Design receiver_mpi_fifo, sky130hd; sources not shown.
==> images/final_clocks.png <==
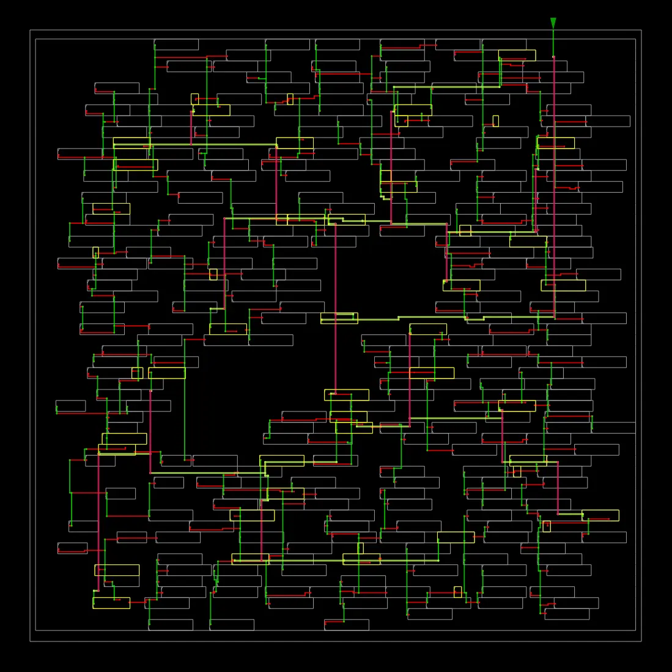
number of clock buffers in the layout: 27
seq_cells: 267
number of buffers created by CTS: 27
CTS sink count: 267

==> images/cell_classes.png <==
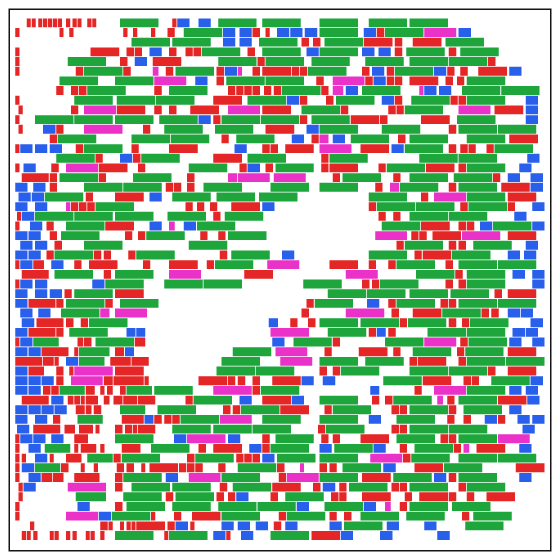
clock drivers and dummy loads: shown in magenta, cells 49, share of their area 6.8%. flip-flops: shown in green, cells 267, share of their area 54%. other buffers and delay cells: shown in blue, cells 176, share of their area 12%. all other logic: shown in red, cells 447, share of their area 27%.
share of the core filled with cells: 68.2%
core footprint: 21900 µm²
fraction of area in registers: 53.0%
Rows: 54
post-route cell area: 14900 µm²

==> images/registers.png <==
Scale bar: 50 µm. Other sequential cells in the stronger gray, the rest of the logic in the fainter gray.
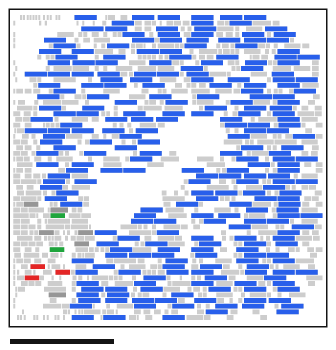
mem: shown in blue, sequential cells 256, where spread over the die. occupancy_o: shown in red, sequential cells 3. rd_ptr: shown in green, sequential cells 2.
Another 6 sequential cells are not colored.
Seq group: 1.67 mW
FF/Latch Area: 7920 µm²

==> results.txt <==
State of the implementation.

- The run finished with clean final reports.
- The cell-internal power is 2.66 mW, for reference.
- Dividing the final minimum period by the clock period gives 75.0%.
- The area growth from synthesis to final layout is 20.8%, for reference.
- The estimated wirelength of the detail-placed design is 13.9 mm, for reference.
- The type of origin of the critical path is an input pin, for reference.
- Per report_power, the Combinational row totals 0.151 mW.
- The clock reaches the later pin of the worst-skew pair after 520 ps.
- In the detailed route, the total length drawn on met3 is approximately 1.5 mm.
- The final number of setup-violating endpoints is 0, for reference.
- The met1 usage in global routing is 27.5%, for reference.
- The area taken by multi-input combinational cells is reported as 3900 µm².
- The setup slack of the most critical reg-to-reg path is 4770 ps, for reference.
- In this run, synthesis produced a sequential element count of 267.
- STA shows the worst reg2reg path with a cell count of 5.
- The OpenROAD report gives the critical path a required time of 5650 ps.
- On the reported timing paths, the clock transition at the registers reads 60 ps.
- The routed layout has 6863 vias.
- The count of final max-slew check failures is 0, for reference.
- The headroom to the max-slew limit is 30.5%, for reference.
- The top achievable clock speed is 0.175 GHz, for reference.
- The met2 global-route usage is 38.2%, for reference.
- The non-clock inverters instantiated in the layout total 4.
- The total DRC errors in the routed layout is 0, for reference.
- The synthesized-area fraction occupied by and/or/nand/nor cells is between 15 and 20%, for reference.
- The script logs the ratio of routed vias to standard cells as 5.63.
- The switching power summed over all nets is 0.642 mW, for reference.
- The post-synthesis instance area is approximately 12000 µm², for reference.
- The kind of cell adding the most delay to the critical path is buffers and inverters, for reference.
- Of the total synthesized cell area, the portion taken by AND-OR and OR-AND cells is less than 1%.
- about 270 I/O pins were placed.
- In the per-layer breakdown of the detailed-route log, met1 shows 9.73 mm.
- The wire length per cell is approximately 20 µm, for reference.
- Post-synthesis, Yosys gives the total cell area as 12400 µm².
- Per the final timing report, the hold violations number 0.
- After routing, the total negative slack on setup checks comes to 0 ps.
- In this run the VDD rail shows a maximum IR drop of 0.000150 V.
- Across the placement rows, the number of tap cells is around 280.
- The largest part of the power goes to sequential cells.
- Per STA, the highest per-stage delay on the worst path measures 500 ps.
- Looking at the area split, the leading class of cells is registers.
- The largest net degree at the start of global routing is ~100, for reference.
- The type of element capturing the critical path is an output pin, for reference.
- For this run, global-route usage on met3 was measured as 3.39%.
- Summed over all layers, the routed wires come to roughly 25 mm.
- Per the synthesis report, the XOR/XNOR share of the synthesized area is 0.142%.
- The highest net fanout along the worst path is 4, for reference.
- All stages included, the depth of the critical timing path comes to 5.
- The post-synthesis cell type with the largest instance count is sky130_fd_sc_hd__edfxtp_1, for reference.
- The share of power burned in combinational logic is 4.6%, for reference.
- The power per cell area is between 200 and 250 nW/µm², for reference.
- The setup path with the least slack is of type input pin to output pin.
- The highest layer used for signal routing is met5, for reference.
- The layout buffer count excluding clock buffers is 176, for reference.
- The sequential share of the synthesized area is 64.0%, for reference.
- The static power due to leakage is 5.79 nW, for reference.
- The clock network takes up 6.67% of total cell area after layout.
- The congestion estimate from routability-driven global placement came to 0.676.
- Before placement the cells fill between 50 and 60% of the core.
- The horizontal die dimension reported for this design is 152 µm.
- The worst hold path depth is 2, for reference.
- Note that the worst hold path type here is flip-flop to flip-flop.
- The initial antenna violation count came to 2.
- The slew of the pin with the lowest slew margin is 1040 ps, for reference.
- The post-synthesis cell type count is 43, for reference.
-- cell usage in the layout, fill, tap and decap left out, types with 2 or more instances in the layout --
cell type                         Yosys  final
sky130_fd_sc_hd__mux2_2               3      3
sky130_fd_sc_hd__conb_1               1     64
sky130_fd_sc_hd__nand3_1              2      2
sky130_fd_sc_hd__nor2b_4              0      2
sky130_fd_sc_hd__inv_1                4      4
sky130_fd_sc_hd__nor2b_1              5      3
sky130_fd_sc_hd__nand4_4              2      2
sky130_fd_sc_hd__nand2_1              2      2
sky130_fd_sc_hd__edfxtp_1           256    256
sky130_fd_sc_hd__nor4_4               7      7
sky130_fd_sc_hd__clkinvlp_4           0      4
sky130_fd_sc_hd__o31ai_1              2      2
sky130_fd_sc_hd__clkinv_1             0      4
sky130_fd_sc_hd__and3_1             130    130
sky130_fd_sc_hd__buf_4               75      7
sky130_fd_sc_hd__clkdlybuf4s50_1      0    169
sky130_fd_sc_hd__clkinv_2             0      5
sky130_fd_sc_hd__dfxtp_1             11      9
sky130_fd_sc_hd__dfxtp_4              0      2
sky130_fd_sc_hd__or4_1                2      2
sky130_fd_sc_hd__mux4_2              64     64
sky130_fd_sc_hd__and2_1             128    128
sky130_fd_sc_hd__nor2_1               7      7
sky130_fd_sc_hd__clkbuf_16            0     27
sky130_fd_sc_hd__bufinv_16            0      8
sky130_fd_sc_hd__and4_1               2      2
sky130_fd_sc_hd__a21oi_1              3      3
sky130_fd_sc_hd__ha_1                 2      2
-- stage by stage --
step	cells	instance area, µm²	hold WS [ps]	worst slack (ps)	power, mW
6_report	1220	14900	435	1900	3.30
5_1_grt	1220	14900	476	1830	3.38
4_1_cts	1219	14900	434	1890	3.32
3_5_place_dp	1170	13900	415	1890	1.86
3_3_place_gp	1170	13900	403	1920	1.85
2_1_floorplan	835	12600	399	2630	1.77
No activity file was given, so power comes from the tool's default toggle rates.
